[config.mk]
export PLATFORM = sky130hd
export DESIGN_NAME = mem_arbiter
export DESIGN_NICKNAME = d
export VERILOG_FILES = /design/src/rtl/mem_arbiter.sv
export SDC_FILE = /design/constraint.sdc
export NUM_CORES = 1
export LEC_CHECK = 0
export ABC_AREA = 1
export CAP_MARGIN = 20
export CORE_UTILIZATION = 40
export DETAILED_ROUTE_END_ITERATION = 10
export DONT_BUFFER_PORTS = 1
export PLACE_DENSITY = 0.52
export SYNTH_ARGS = -nofsm -noshare
export SYNTH_HDL_FRONTEND = slang
export SYNTH_SLANG_ARGS = --single-unit
export TNS_END_PERCENT = 10
[constraint.sdc]
create_clock -name clk -period 2.1 [get_ports clk]
set_input_delay 0.21 -clock clk [delete_from_list [all_inputs] [get_ports clk]]
set_output_delay 0.21 -clock clk [all_outputs]
set_load 0.1 [all_outputs]
[src/rtl/mem_arbiter.sv]
// Round-robin arbiter sharing one single-port memory between a CPU and a DMA requester.
// Each granted access runs a fixed IDLE -> ISSUE -> WAIT -> DONE sequence.
module mem_arbiter #(
    parameter int AW = 16,
    parameter int DW = 16
) (
    input  logic          clk,
    input  logic          rst,
    input  logic          cpu_req,
    input  logic          cpu_we,
    input  logic [AW-1:0] cpu_addr,
    input  logic [DW-1:0] cpu_wdata,
    output logic          cpu_ack,
    output logic [DW-1:0] cpu_rdata,
    input  logic          dma_req,
    input  logic          dma_we,
    input  logic [AW-1:0] dma_addr,
    input  logic [DW-1:0] dma_wdata,
    output logic          dma_ack,
    output logic [DW-1:0] dma_rdata,
    output logic          mem_en,
    output logic          mem_we,
    output logic [AW-1:0] mem_addr,
    output logic [DW-1:0] mem_wdata,
    input  logic [DW-1:0] mem_rdata,
    output logic          busy,
    output logic          owner
);

    typedef enum logic [1:0] {IDLE, ISSUE, WAIT, DONE} state_t;

    state_t        state_q, state_d;
    logic          owner_q, owner_d;
    logic          we_q, we_d;
    logic [AW-1:0] addr_q, addr_d;
    logic [DW-1:0] wdata_q, wdata_d;
    logic [DW-1:0] cpu_rdata_q, cpu_rdata_d;
    logic [DW-1:0] dma_rdata_q, dma_rdata_d;
    logic          pick_dma;

    // On a tie the requester that did not own the last grant wins.
    assign pick_dma = dma_req && (!cpu_req || !owner_q);

    always_ff @(posedge clk or posedge rst) begin
        if (rst) begin
            state_q <= IDLE;
        end else begin
            state_q <= state_d;
        end
    end

    always_ff @(posedge clk or posedge rst) begin
        if (rst) begin
            owner_q     <= 1'b1;
            we_q        <= 1'b0;
            addr_q      <= '0;
            wdata_q     <= '0;
            cpu_rdata_q <= '0;
            dma_rdata_q <= '0;
        end else begin
            owner_q     <= owner_d;
            we_q        <= we_d;
            addr_q      <= addr_d;
            wdata_q     <= wdata_d;
            cpu_rdata_q <= cpu_rdata_d;
            dma_rdata_q <= dma_rdata_d;
        end
    end

    always_comb begin
        state_d = state_q;
        owner_d = owner_q;
        we_d    = we_q;
        addr_d  = addr_q;
        wdata_d = wdata_q;
        unique case (state_q)
            IDLE: begin
                if (cpu_req || dma_req) begin
                    state_d = ISSUE;
                    owner_d = pick_dma;
                    we_d    = pick_dma ? dma_we : cpu_we;
                    addr_d  = pick_dma ? dma_addr : cpu_addr;
                    wdata_d = pick_dma ? dma_wdata : cpu_wdata;
                end
            end
            ISSUE:   state_d = WAIT;
            WAIT:    state_d = DONE;
            DONE:    state_d = IDLE;
            default: state_d = IDLE;
        endcase
    end

    // Read data arrives during WAIT; only the owner's register captures it.
    always_comb begin
        cpu_rdata_d = cpu_rdata_q;
        dma_rdata_d = dma_rdata_q;
        if (state_q == WAIT && !we_q) begin
            if (owner_q) begin
                dma_rdata_d = mem_rdata;
            end else begin
                cpu_rdata_d = mem_rdata;
            end
        end
    end

    always_comb begin
        mem_en  = (state_q == ISSUE);
        mem_we  = (state_q == ISSUE) && we_q;
        cpu_ack = (state_q == DONE) && !owner_q;
        dma_ack = (state_q == DONE) && owner_q;
        busy    = (state_q != IDLE);
    end

    assign mem_addr  = addr_q;
    assign mem_wdata = wdata_q;
    assign owner     = owner_q;
    assign cpu_rdata = cpu_rdata_q;
    assign dma_rdata = dma_rdata_q;

endmodule
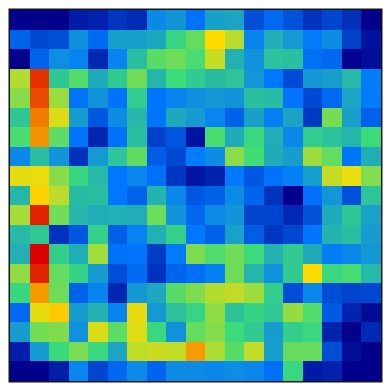
*Wiring heat map*
(4 px per micron) The die is cut into 19 by 19 equal tiles; dark blue is low, red is high, scaled to the fullest tile. Values are wire area over tile area, all layers added.
- emptiest ninth of the die: top right
- nearly empty tiles: 3.6%
- tiles over half the peak: 22%
- fullest tile: 0.40
- mean over tiles: 0.14

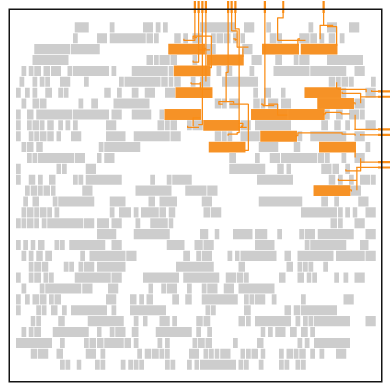
*Wires at chosen ports, followed through buffers*
(4 px per micron)
- `cpu_rdata`: orange (direction output; end cells 16; buffers 16; wire 370 microns)

==> run_results.csv <==
group,metric,value,unit
worst_setup_path,required,1.89,ns
route,wl_per_cell,12.64,microns
final_layout,diodes,0,
final_layout,area_growth_syn_to_layout,25.26,%
final_layout,largestClassByArea,"flip-flops and latches",
worst_setup_path,arrival,1.64,ns
synthesis,ys_seq_frac,0.5169,
final_layout,layout.nets,588,
synthesis,synth-warning-count,0,
route,drtIter0Drc,101,
global_routing,grt_max_degree,69,
synthesis,async_reset_ff_frac,1.000,
final_layout,nNonClkBuffers,77,
route,met1_length,3417,microns
synthesis,ys_types,16,
worst_setup_path,path_class,"reg2out",
worst_setup_path,cp.buffers_inverters,3,
synthesis,ys_seq_elements,68,
final_layout,design_area,4126,sq um
synthesis,synth_cells,431,
global_routing,overflow,0,
timing,hold_violations,0,
route,wl_met2,3633,microns
synthesis,ys_top_cells_by_count,"nand2_1 (136), inv_1 (90), dfrtp_1 (67), nand3_1 (67), o21ai_0 (36)",
clock_network,path_clk_slew,0.08,ns
synthesis,yosys-stat-area,3294,sq um
placed_design,dp_slack,0.4907,ns
synthesis,synth-main-ff-cell,"dfrtp_1",
placed_design,portBuffers,0,
route,drc_errors,0,
synthesis,syn_area,3294,sq um
clock_network,cts_tree,"built",
synthesis,synthTopCellsByArea,"dfrtp_1 (51%), nand2_1 (15%), inv_1 (10%)",
route,avgViaCountPerCell,4.669,
worst_setup_path,critPathTopFamily,"buffers and inverters",
final_layout,num-multi-input-gates,251,
die,core_area,7848,sq um
synthesis,edf_count,0,
run_status,status,"complete, no violations",
worst_setup_path,crit_path_end_kind,"output port",
timing,worstMarginPinSlew,0.6657,ns
synthesis,syn_avg_cell_area,7.644,sq um
final_layout,seq_cells,68,
die,nWellTaps,102,
clock_network,cts_sinks,68,
final_layout,fin_cells,604,
timing,max_freq,0.5393,GHz
worst_setup_path,cp_max_fo,6,
final_layout,drive_gt1_frac,0.1992,
global_routing,grt_pass1_vias,2722,
timing,rsz0062_at_grt,"false",
final_layout,multiInputGateArea,1141,sq um
worst_setup_path,startpoint_type,"flop",
global_routing,grt_usage,0.1889,
placed_design,place_area,3918,sq um
final_layout,clock_buffers,9,
route,detail_route.first_pass.iterations,4,
timing,period_needed,1.854,ns
synthesis,top_cell,"nand2_1",
synthesis,largest_area_cell,"dfrtp_1",
placed_design,dp.cells,587,
die,initCoreUtil,0.4198,
timing,finClkSkew,0.01115,ns
job,openroad.warnings,30,
global_routing,antenna_found_initial,0,
synthesis,floorplan.nets,522,
placed_design,globalplace.congestion,0.7253,
worst_setup_path,crit_path_max_incr_delay,0.55,ns
global_routing,grt_first_pass_wirelength,12780,microns
clock_network,cts_root_buffer,"clkbuf_8",
synthesis,yosys-stat-cells,431,
die,io_pins,156,
timing,maxSlewHeadroom,0.5561,
timing,whs,0.02705,ns
job,drv_cap,0,
timing,tns,0,ns
worst_setup_path,crit_top_cell,"buf_4",
synthesis,top_area_frac,0.5089,
die,chipArea,8603,sq um
final_layout,inverters_excl_clock,90,
route,routed_wl,7636,microns
die,die_h,92.75,microns
clock_network,clk_latency,0.34,ns
clock_network,cts.htree.levels,3,
final_layout,clkCellAreaFrac,0.04821,
clock_network,post_cts_resized,0,
final_layout,fill_cells,827,
final_layout,buffer_area_frac,0.1498,
timing,post-route-period-util,0.8829,
timing,setup_violations,0,
placed_design,hpwlAfterDp,5288,microns
route,dr_total_vias,2820,
timing,setup_slack,0.2459,ns
die,rows,32,
min_path,hold_class,"in2reg",
timing,final_max_slew_viol_count,0,
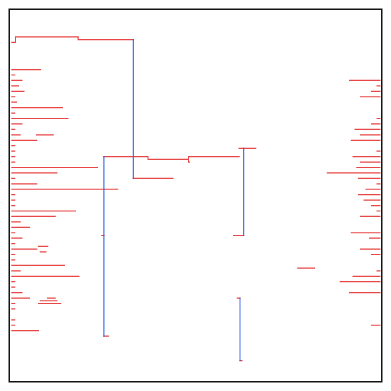
*Signal wires by layer*
(4 px per micron) Two of the layers only.
- met3: red (wire length 468 microns)
- met4: blue (wire length 117 microns)

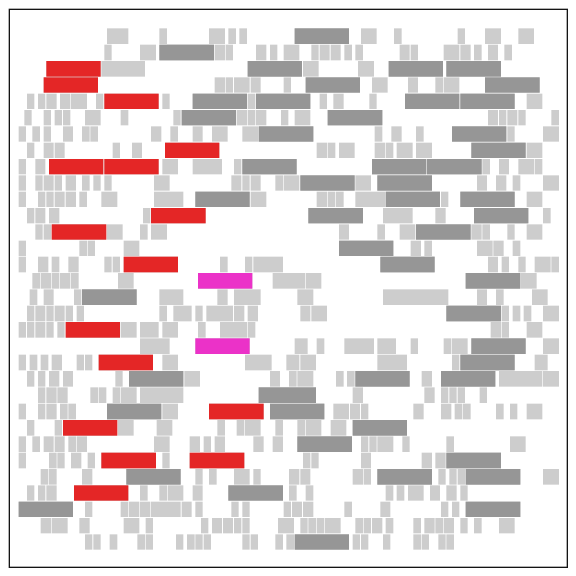
*Sequential cells coloured by netlist name*
(6 px per micron)
- `mem_wdata`: red (sequential cells 16)
- `state_q`: magenta (sequential cells 2)
- not coloured: 50
Reg area: 1703 sq um
final core occ: 0.5258
sequential share of cell area: 0.4127

==> per-layer routing <==
| metal | track usage | up-vias |
|---|---|---|
| met1 | 0.2327 | 1280 |
| met2 | 0.3185 | 107 |
| li1 | - | 1424 |
| met5 | 0 | - |
| met3 | 0.04680 | 9 |
| met4 | 0.07308 | 0 |
==> path summary, 6_finish.rpt <==
path	from	end	slack (ns)	depth (start not counted)
max reg2reg	state_q[1]	mem_addr[6]	0.50	7
min reg2reg	dma_rdata[15]	dma_rdata[15]	0.49	2
min in group asynchronous	rst	mem_wdata[8]	0.38	3
max	owner	dma_ack	0.25	4
max in group asynchronous	rst	owner	1.37	3
min	mem_rdata[0]	dma_rdata[0]	0.03	2
==> logic make-up (layout without fill, tap and decap cells) <==
kind of cell	count (synthesis)	after routing	share of synthesized area
compound gates	37	37	0.05735
buf+inv	112	183	0.1382
fa+ha+maj	5	5	0.01899
simple gates	209	209	0.2685
flops	68	68	0.5169
==> cell usage in the layout (no fill, tap or decap) <==
cell           count
ha_2               1
nand3_1           67
nand2_1          136
inv_1             89
nor2_4             1
buf_12             3
ha_1               4
inv_6              2
nor2_2             1
clkinv_2           1
inv_2              1
o21ai_0           36
o21ai_2            1
nand3b_1           1
nand2_2            2
nor2_1             1
buf_4             73
dlygate4sd3_1      1
dfstp_2            1
clkinvlp_4         3
bufinv_16          1
clkbuf_8           9
dfrtp_1           67
==> timing repair <==
action                                 4_1_cts  5_1_grt
buffers inserted                             0        0
endpoints found under the hold margin       67        0
hold buffers                                 1        0
